**src/rtl/contador_ocupacao_elevador_param.sv**
```systemverilog
// contador_ocupacao_elevador_param: saturating cabin occupancy counter with full/empty flags and overload alert
// Optional macro ALERTA_TRAVADO_EN: alert latches until the first valid exit instead of timing out.
module contador_ocupacao_elevador_param #(
    parameter int CAPACIDADE    = 3,
    parameter int LARGURA       = 2,
    parameter int ALERTA_CICLOS = 4
) (
    input  logic               clock,
    input  logic               reset,
    input  logic               botao_subir,
    input  logic               botao_descer,
    output logic [LARGURA-1:0] quantidade_pessoas,
    output logic               cheio,
    output logic               vazio,
    output logic               alerta
);
    localparam logic [LARGURA-1:0] CAP = LARGURA'(CAPACIDADE);
    logic               ant_subir_q, ant_descer_q;
    logic               sobe, desce, rejeita, saida_valida;
    logic [LARGURA-1:0] cont_q, cont_d;
    logic               cheio_q, vazio_q, alerta_q;
    assign sobe  = botao_subir & ~ant_subir_q;
    assign desce = botao_descer & ~ant_descer_q;
    assign quantidade_pessoas = cont_q;
    assign cheio  = cheio_q;
    assign vazio  = vazio_q;
    assign alerta = alerta_q;
    // next occupancy: simultaneous in/out cancels, entries saturate at capacity, exits at zero
    always_comb begin
        cont_d       = cont_q;
        rejeita      = 1'b0;
        saida_valida = 1'b0;
        if (sobe && !desce) begin
            if (cont_q < CAP) cont_d = cont_q + 1'b1;
            else              rejeita = 1'b1;
        end else if (desce && !sobe && cont_q != '0) begin
            cont_d       = cont_q - 1'b1;
            saida_valida = 1'b1;
        end
    end
    // count, flags derived from the next count, and button history
    always_ff @(posedge clock) begin
        if (reset) begin
            cont_q       <= '0;
            cheio_q      <= 1'b0;
            vazio_q      <= 1'b1;
            ant_subir_q  <= 1'b0;
            ant_descer_q <= 1'b0;
        end else begin
            cont_q       <= cont_d;
            cheio_q      <= cont_d == CAP;
            vazio_q      <= cont_d == '0;
            ant_subir_q  <= botao_subir;
            ant_descer_q <= botao_descer;
        end
    end
`ifdef ALERTA_TRAVADO_EN
    // latched alert: set on a rejected entry, cleared by the first valid exit
    always_ff @(posedge clock) begin
        if (reset) alerta_q <= 1'b0;
        else       alerta_q <= rejeita ? 1'b1 : (saida_valida ? 1'b0 : alerta_q);
    end
`else
    localparam int AW = $clog2(ALERTA_CICLOS + 1);
    logic [AW-1:0] alerta_cnt_q, alerta_cnt_d;
    assign alerta_cnt_d = rejeita ? AW'(ALERTA_CICLOS)
                        : (alerta_cnt_q != '0 ? alerta_cnt_q - 1'b1 : alerta_cnt_q);
    // timed, retriggerable alert; valid exits do not cut it short
    always_ff @(posedge clock) begin
        if (reset) begin
            alerta_cnt_q <= '0;
            alerta_q     <= 1'b0;
        end else begin
            alerta_cnt_q <= alerta_cnt_d;
            alerta_q     <= alerta_cnt_d != '0;
        end
    end
    logic unused_ok;
    assign unused_ok = saida_valida;
`endif
endmodule
```
**config.mk**
```make
export PLATFORM = sky130hd
export DESIGN_NAME = contador_ocupacao_elevador_param
export DESIGN_NICKNAME = d
export VERILOG_FILES = /design/src/rtl/contador_ocupacao_elevador_param.sv
export SDC_FILE = /design/constraint.sdc
export NUM_CORES = 1
export LEC_CHECK = 0
export CAP_MARGIN = 20
export CORE_AREA = 5 5 42 44
export CTS_BUF_LIST = sky130_fd_sc_hd__clkbuf_4 sky130_fd_sc_hd__clkbuf_8
export DETAILED_ROUTE_END_ITERATION = 7
export DIE_AREA = 0 0 47 49
export GPL_ROUTABILITY_DRIVEN = 0
export SETUP_SLACK_MARGIN = 0.4
export SYNTH_ARGS = -nofsm -noshare
export SYNTH_HDL_FRONTEND = slang
export SYNTH_SLANG_ARGS = --single-unit
```
**constraint.sdc**
```tcl
create_clock -name clock -period 3.6 [get_ports clock]
set_clock_uncertainty 0.2 [all_clocks]
set_input_delay 0.54 -clock clock [delete_from_list [all_inputs] [get_ports clock]]
set_output_delay 0.54 -clock clock [all_outputs]
set_load 0.01 [all_outputs]
```
==> flow_summary.ini <==
; physical design summary
[clock_network]
clk_latency_ns = 0.26
clock_path_buffers = 2
cts_resized = 0
cts_setup_buffers = 0
ctsHoldBuffers = 0
root_buffer = clkbuf_4
clock_sinks = 10

[worst_setup_path]
path_class = input pin to flip-flop
crit_path_end_kind = flip-flop
crit_start = botao_descer
rr_startpoint = quantidade_pessoas[0]
reg2reg_depth = 6

[final_timing]
period_needed_ns = 2.15
fmax_mhz = 465
holdWs_ns = 0.389
fin_tns_setup_ns = 0

[final_layout]
buffer_area_frac = 0.126
fin_cells = 82
logic_area_um2 = 277
fin_area_um2 = 636
finalCoreUtilization = 0.454
flops = 10

[route]
drtIter0Drc = 14

[global_routing]
grt_max_degree = 9
grt_pass1_wl_mm = 1.52

[synth]
ys_cells = 54
logic_family = simple AND/OR/NAND/NOR gates
synth-area-yosys_um2 = 499
syn_nets = 65
ys_seq_share = 0.401
synthTopCellsByCount = dfxtp_1 (10), ha_1 (7), inv_1 (6), nor2b_1 (6), nor2_1 (4)
yosysUniqueCellTypes = 19
synth-edff-count = 0

[run_status]
outcome = completed

[pwr]
p_int_uw = 255
p_leak_uw = 0.000272

[placed_design]
dp_hpwl_um = 659
placed_cell_area_um2 = 599
io_buffers = 8

[floorplan]
pin_count = 9

[min_path]
hold_path.class = flip-flop to flip-flop
## critical path, cell delays in order
cell             delay [ns]
clkdlybuf4s50_1        0.48
or3b_1                 0.40
or3_1                  0.32
a31oi_1                0.21
o21ba_1                0.17
## worst min path at each step
stage,endpoint,cells after the start,slack [ns],startpoint
floorplan,alerta_cnt_q[1],3,0.34,alerta_cnt_q[1]
global placement,quantidade_pessoas[1],2,0.36,quantidade_pessoas[1]
detailed placement,quantidade_pessoas[1],2,0.38,quantidade_pessoas[1]
CTS,quantidade_pessoas[1],2,0.39,quantidade_pessoas[1]
global route,alerta_cnt_q[1],3,0.43,alerta_cnt_q[1]
finish,quantidade_pessoas[1],2,0.39,quantidade_pessoas[1]
**Routed metal per tile**

The bar under the picture is 10 µm long. 9 x 10 tiles, from dark purple (low) to yellow (high), scaled to the fullest tile. Values are wire area over tile area, all layers added.
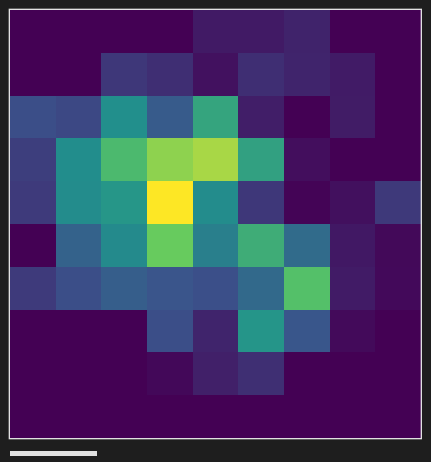
densest ninth of the die	middle
emptiest ninth of the die	bottom left
tiles over half the peak	12%
mean over tiles	0.060
nearly empty tiles	38%
fullest tile	0.33
GRT Total Usage: 0.0932
Total Wirelength: 869 µm
routed vias: 380

**Cells colored by class**

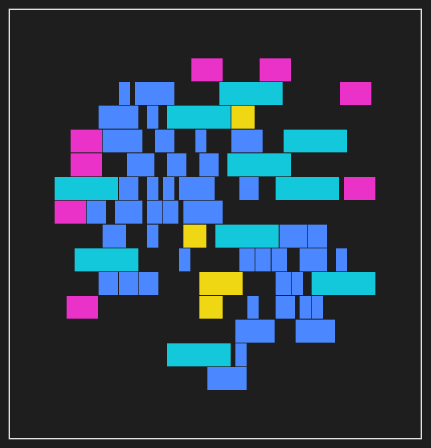
color	class	cells
yellow	clock drivers and dummy loads	4
cyan	flops	10
magenta	other buffers and delay cells	8
blue	combinational and other logic	44
number of cell rows: 14
core box area: 1400 µm²

**The metal 1 layer**

Cells faint in the background.
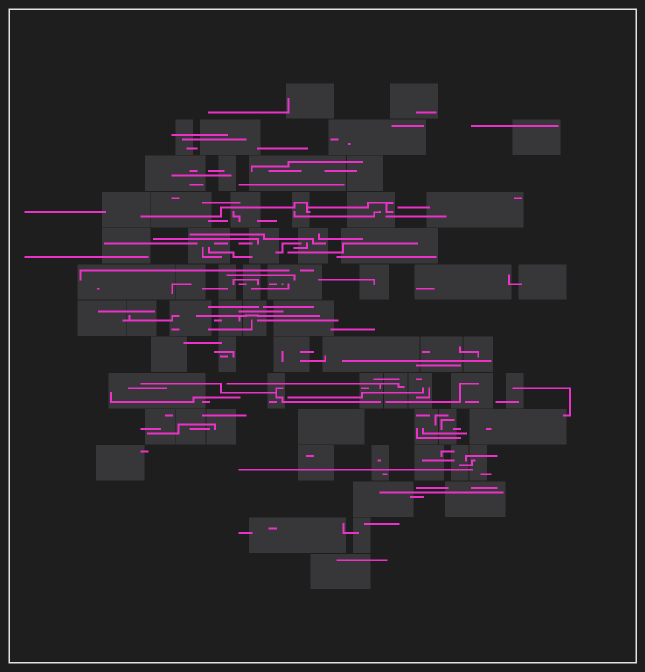
longest straight run	17.5 µm
main direction	horizontal
share of all routed wire	51%
wire length on this layer	442 µm
nets with wire on the layer	67

**Signal wires on met2**

The bar under the picture is 10 µm long.
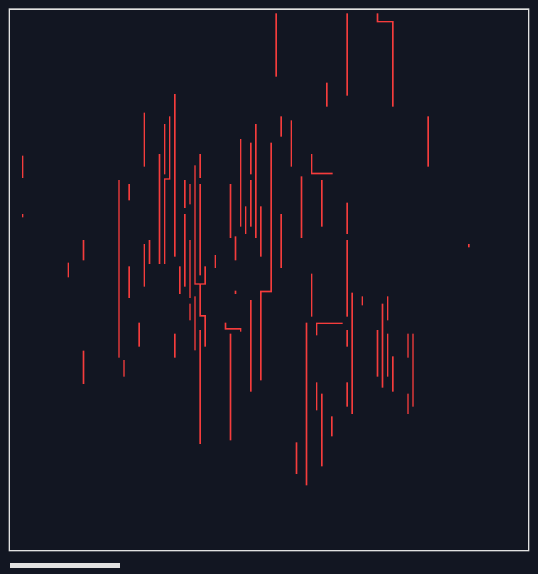
share of all routed wire	43%
longest straight run	16.0 µm
main direction	vertical
met2 GRT Util: 0.124

